`config.mk`:
```
export PLATFORM = sky130hd
export DESIGN_NAME = mul_result_accumulator
export DESIGN_NICKNAME = d
export VERILOG_FILES = /design/src/rtl/mul_result_accumulator.sv
export SDC_FILE = /design/constraint.sdc
export NUM_CORES = 1
export LEC_CHECK = 0
export ABC_AREA = 0
export CAP_MARGIN = 15
export CORE_ASPECT_RATIO = 0.5
export CORE_MARGIN = 3
export CORE_UTILIZATION = 43
export DETAILED_ROUTE_END_ITERATION = 8
export PLACE_DENSITY = 0.69
export SLEW_MARGIN = 10
export SYNTH_ARGS = -nofsm -noshare
export SYNTH_HDL_FRONTEND = slang
export SYNTH_SLANG_ARGS = --single-unit
```
`constraint.sdc`:
```
create_clock -name clk -period 2.95 [get_ports clk]
set_input_delay 0.885 -clock clk [delete_from_list [all_inputs] [get_ports clk]]
set_output_delay 0.885 -clock clk [all_outputs]
set_load 0.005 [all_outputs]
```
`src/rtl/mul_result_accumulator.sv`:
```
// ---------------------------------------------------------------------------
// mul_result_accumulator
//
// Downstream reduction stage for the 8x8 custom multiplier. Registered
// products arrive under a valid/ready handshake. COUNT consecutive products
// are summed into one frame result, which is held under valid/ready until the
// consumer takes it. A new frame can start in the same cycle that the
// previous result is taken, so back-to-back frames have no bubble.
//
// Configuration macro:
//   ACC_SATURATE_EN  defined   : on carry out the accumulator clamps to all
//                                ones for the rest of the frame.
//                    undefined : the accumulator wraps modulo 2^ACC_W.
//   Both builds set the sticky overflow flag on a carry out.
//
// Parameters:
//   DATA_W  product width (must match the multiplier output)
//   ACC_W   accumulator / result width, ACC_W >= DATA_W
//   COUNT   products per frame, >= 1
//
// Ports:
//   clk        rising-edge clock
//   rst        synchronous reset, active-high
//   init       synchronous frame clear, active-high (shared with multiplier)
//   in_valid   in_data carries a product
//   in_data    product from the multiplier
//   in_ready   stage accepts in_data this cycle
//   out_valid  out_data holds a completed frame sum
//   out_data   frame sum (zero when out_valid is low)
//   out_ready  consumer takes out_data this cycle
//   overflow   current/last frame exceeded ACC_W; sticky per frame
// ---------------------------------------------------------------------------
module mul_result_accumulator #(
  parameter int DATA_W = 8,
  parameter int ACC_W  = 16,
  parameter int COUNT  = 4
) (
  input  logic              clk,
  input  logic              rst,
  input  logic              init,
  input  logic              in_valid,
  input  logic [DATA_W-1:0] in_data,
  output logic              in_ready,
  output logic              out_valid,
  output logic [ACC_W-1:0]  out_data,
  input  logic              out_ready,
  output logic              overflow
);

  localparam int CNT_W = $clog2(COUNT + 1);

  typedef enum logic [1:0] {
    IDLE  = 2'd0,
    ACCUM = 2'd1,
    HOLD  = 2'd2
  } state_t;

  state_t             state;
  logic [ACC_W-1:0]   acc;
  logic [CNT_W-1:0]   cnt;
  logic               ovf;
  logic               vld;

  logic               accept;
  logic               xfer;
  logic [ACC_W-1:0]   in_ext;
  logic [ACC_W:0]     add_res;

  // One accumulation step: returns {carry, next_acc}. The carry is the bit
  // above the accumulator; in the saturating build it also forces the clamp.
  function automatic logic [ACC_W:0] acc_step(input logic [ACC_W-1:0] a,
                                              input logic [ACC_W-1:0] b);
    logic [ACC_W:0] sum;
    sum = {1'b0, a} + {1'b0, b};
`ifdef ACC_SATURATE_EN
    if (sum[ACC_W]) begin
      sum[ACC_W-1:0] = {ACC_W{1'b1}};
    end
`endif
    return sum;
  endfunction

  assign in_ext  = ACC_W'(in_data);
  assign add_res = acc_step(acc, in_ext);

  // in_ready is the only combinational path from out_ready; it is forced low
  // whenever a clear is in progress so no product is consumed by a dying frame.
  always_comb begin
    in_ready = 1'b0;
    if (!rst && !init) begin
      case (state)
        IDLE, ACCUM: in_ready = 1'b1;
        HOLD:        in_ready = out_ready;
        default:     in_ready = 1'b0;
      endcase
    end
  end

  assign accept = in_valid & in_ready;
  assign xfer   = vld & out_ready;

  always_ff @(posedge clk) begin
    if (rst || init) begin
      state <= IDLE;
      acc   <= '0;
      cnt   <= '0;
      ovf   <= 1'b0;
      vld   <= 1'b0;
    end else begin
      case (state)
        IDLE: begin
          if (accept) begin
            acc <= in_ext;
            cnt <= CNT_W'(1);
            ovf <= 1'b0;
            if (COUNT == 1) begin
              state <= HOLD;
              vld   <= 1'b1;
            end else begin
              state <= ACCUM;
            end
          end
        end
        ACCUM: begin
          if (accept) begin
            acc <= add_res[ACC_W-1:0];
            cnt <= cnt + CNT_W'(1);
            if (add_res[ACC_W]) ovf <= 1'b1;
            if (cnt == CNT_W'(COUNT - 1)) begin
              state <= HOLD;
              vld   <= 1'b1;
            end
          end
        end
        HOLD: begin
          if (xfer) begin
            if (accept) begin
              // Result leaves and the next frame's first product lands in the
              // same edge: no idle cycle between frames.
              acc <= in_ext;
              cnt <= CNT_W'(1);
              ovf <= 1'b0;
              if (COUNT == 1) begin
                state <= HOLD;
                vld   <= 1'b1;
              end else begin
                state <= ACCUM;
                vld   <= 1'b0;
              end
            end else begin
              state <= IDLE;
              vld   <= 1'b0;
            end
          end
        end
        default: begin
          state <= IDLE;
          vld   <= 1'b0;
        end
      endcase
    end
  end

  assign out_valid = vld;
  assign out_data  = vld ? acc : '0;
  assign overflow  = ovf;

endmodule

```
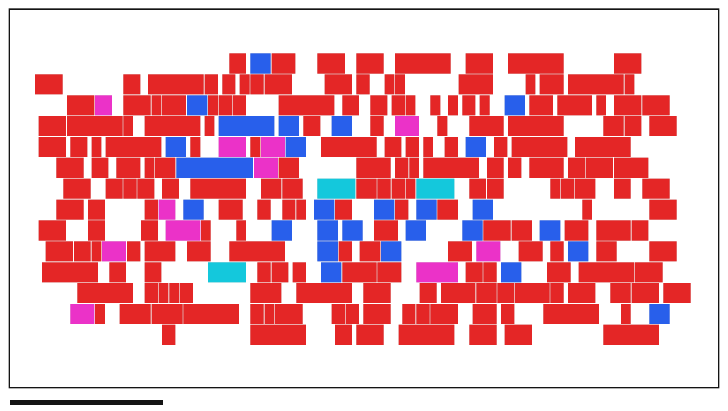
Fig. 1. Sizing map.
The bar under the picture is 20 um long.
legend:
  _2 cells:
    colour: magenta
    cells: 11
    most_used: o21ai_2
  _6 and larger:
    colour: cyan
    cells: 3
    most_used: clkbuf_8
  _0 and _1 cells:
    colour: red
    cells: 201
    most_used: clkdlybuf4s50_1
  _3 and _4 cells:
    colour: blue
    cells: 27
    most_used: buf_4

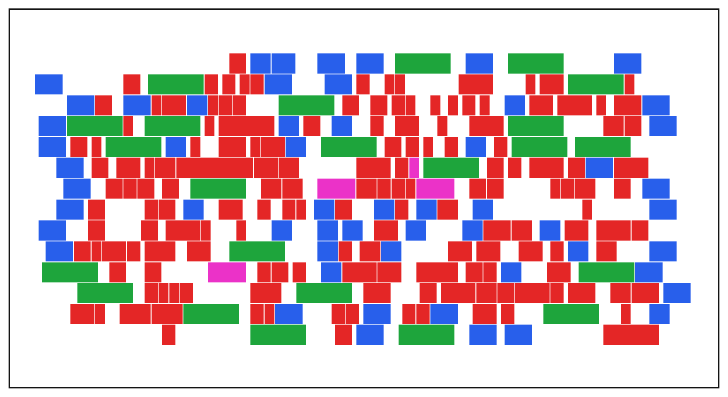
Fig. 2. Cells coloured by class.
legend:
  other buffers and delay cells:
    colour: blue
    cells: 56
  flops:
    colour: green
    cells: 23
  combinational and other logic:
    colour: red
    cells: 159
  clock drivers and dummy loads:
    colour: magenta
    cells: 4

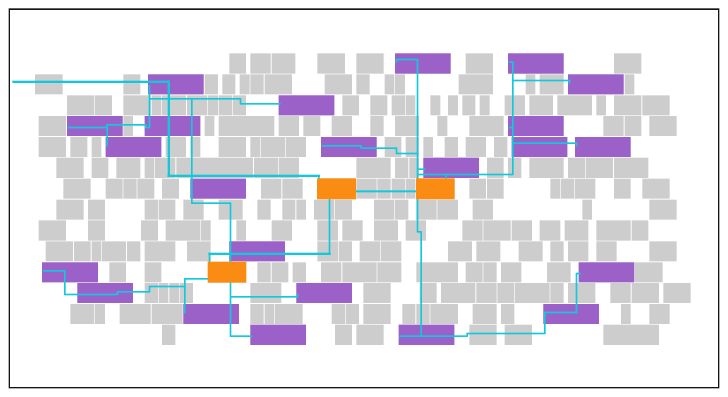
Fig. 3. Routed clock nets over the placement.
legend:
  clock drivers:
    colour: orange
    count: 3
  clock wires:
    colour: cyan
    length: 345 um
  flip-flops:
    colour: purple
    count: 23
flops lie: all over the die
routed clock nets: 4

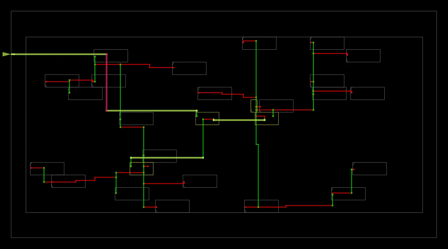
Fig. 4. Clock routing.
TritonCTS buffer count: 3
CTS sink cnt: 23
Worst Clk Skew: 3.585 ps
Late-Pin Clk Latency: 270 ps
flop count: 23

==> flow_summary.ini <==
; yosys + openroad results
[clock_tree]
h-tree-depth = 1
buffer_cell_driving_the_clock_tree_root = clkbuf_8
cts_repair_resize_count = 1
postCtsHoldBufs = 0
ctsLongestPathBuffers = 2
postCtsSetupRepairBufs = 0

[timing]
timing.setup.tns_ps = 0
timing.final.max_slew_violations = 0
finalClockPeriodUsage = 0.9744
rsz_0062_raised_after_global_routing = no
slew_headroom = 0.7219
final_critical_path_setup_slack_ps = 75.66

[synthesis]
asyncSetResetFlopFracSynth = 0
synth-seq-cells = 23
area_leaders = dfxtp_1, ha_1, and2_1
mappedNetlistNets = 214
syn_area_per_cell_um2 = 8.423
area_fraction_of_the_dominant_cell_type_after_synthesis = 0.2877
post_synth_mux_area_share = 0.03127
compound_area_frac = 0.2713
enable_flop_cells = 0
synth.cellmix.xorXnorShare = 0.03831
synth_logic_family = AND-OR/OR-AND gates
dominantRegCellSynth = dfxtp_1
synth_chip_area_mm2 = 0.001600

[worst_setup_path]
critical-path-max-stage-delay_ps = 410
r2r-end = acc[12]$_SDFFE_PP0P_
worstSetupEndpointType = primary output
reg2regPathDepth = 8
critical_path_fanouts_max = 2
worst_path_dominant_cell_family = buffers and inverters
crit_path_cell_trace = clkdlybuf4s50_1 > or2_2 > a21oi_1 > dlygate4sd2_1
timing.rr.start = acc[0]$_SDFFE_PP0P_
critical_path_class = primary input to primary output
critPathLaunch = init
termination_of_the_worst_setup_path = in_ready
r2r_slack_ps = 860
critical_path_depth = 4
worst_setup_start_kind = primary input
critPathRequiredTime_ps = 2070

[floorplanning]
core_mm2 = 0.003276
total_i_o_pin_count = 32
die.size.y_um = 49.14
design.die.area_mm2 = 0.004534
die_outline_width_um = 92.28

[status]
run_status = finished, final reports clean

[layout]
final-instance-count-excl-fill = 290
largest_register = acc
reg_top3 = acc (16), cnt (3), state (2)
layout-drive-gt1-share = 0.1694
areaGrowthSynthToFinish_pct = 35.11
seq_area_frac = 0.2130
final_net_count = 267
comb-cell-share = 0.5017
most_frequent_standard_cell_in_the_layout_excluding_fill_and_tap_cells = clkdlybuf4s50_1
n_multi_input_combinational_cell = 155
nNonClkInverters = 4
antenna_cells_inserted = 0
layout_top_cells = clkdlybuf4s50_1, buf_4, dfxtp_1, a21oi_1, and2_1
logic_area_mm2 = 0.001085

[route]
wirelength_met1_um = 2129
drt-total-wl_um = 4081
drtAntennaViolNets = 0
detail_route.vias_per_cell = 5.379
met2WireLength_um = 1729
first_iter_violations = 97
num_vias = 1560
top_signal_layer_used = met4

[placed_design]
place_congestion = 0.8128
placedCellCount = 286
placement.setup.worst_slack_ps = -208.1
postPlaceCellArea_mm2 = 0.002112

[power_and_ir_drop]
largest_vdd_supply_drop_uv = 244.4
pg_clk_mw = 0.206
switching_share = 0.2726
power_mw = 0.6685
power_combinational_mw = 0.140

[global_route]
grt_overflow_total = 0
grt_max_degree = 17
grt_total_usage = 0.1816
grt_busiest_layer = met2
antenna_found_initial = 0
grt_met3_usage = 0.05239

[min_path]
min_path_type = register to register
hold_depth = 2

[job]
number_of_maximum_capacitance_violations = 0
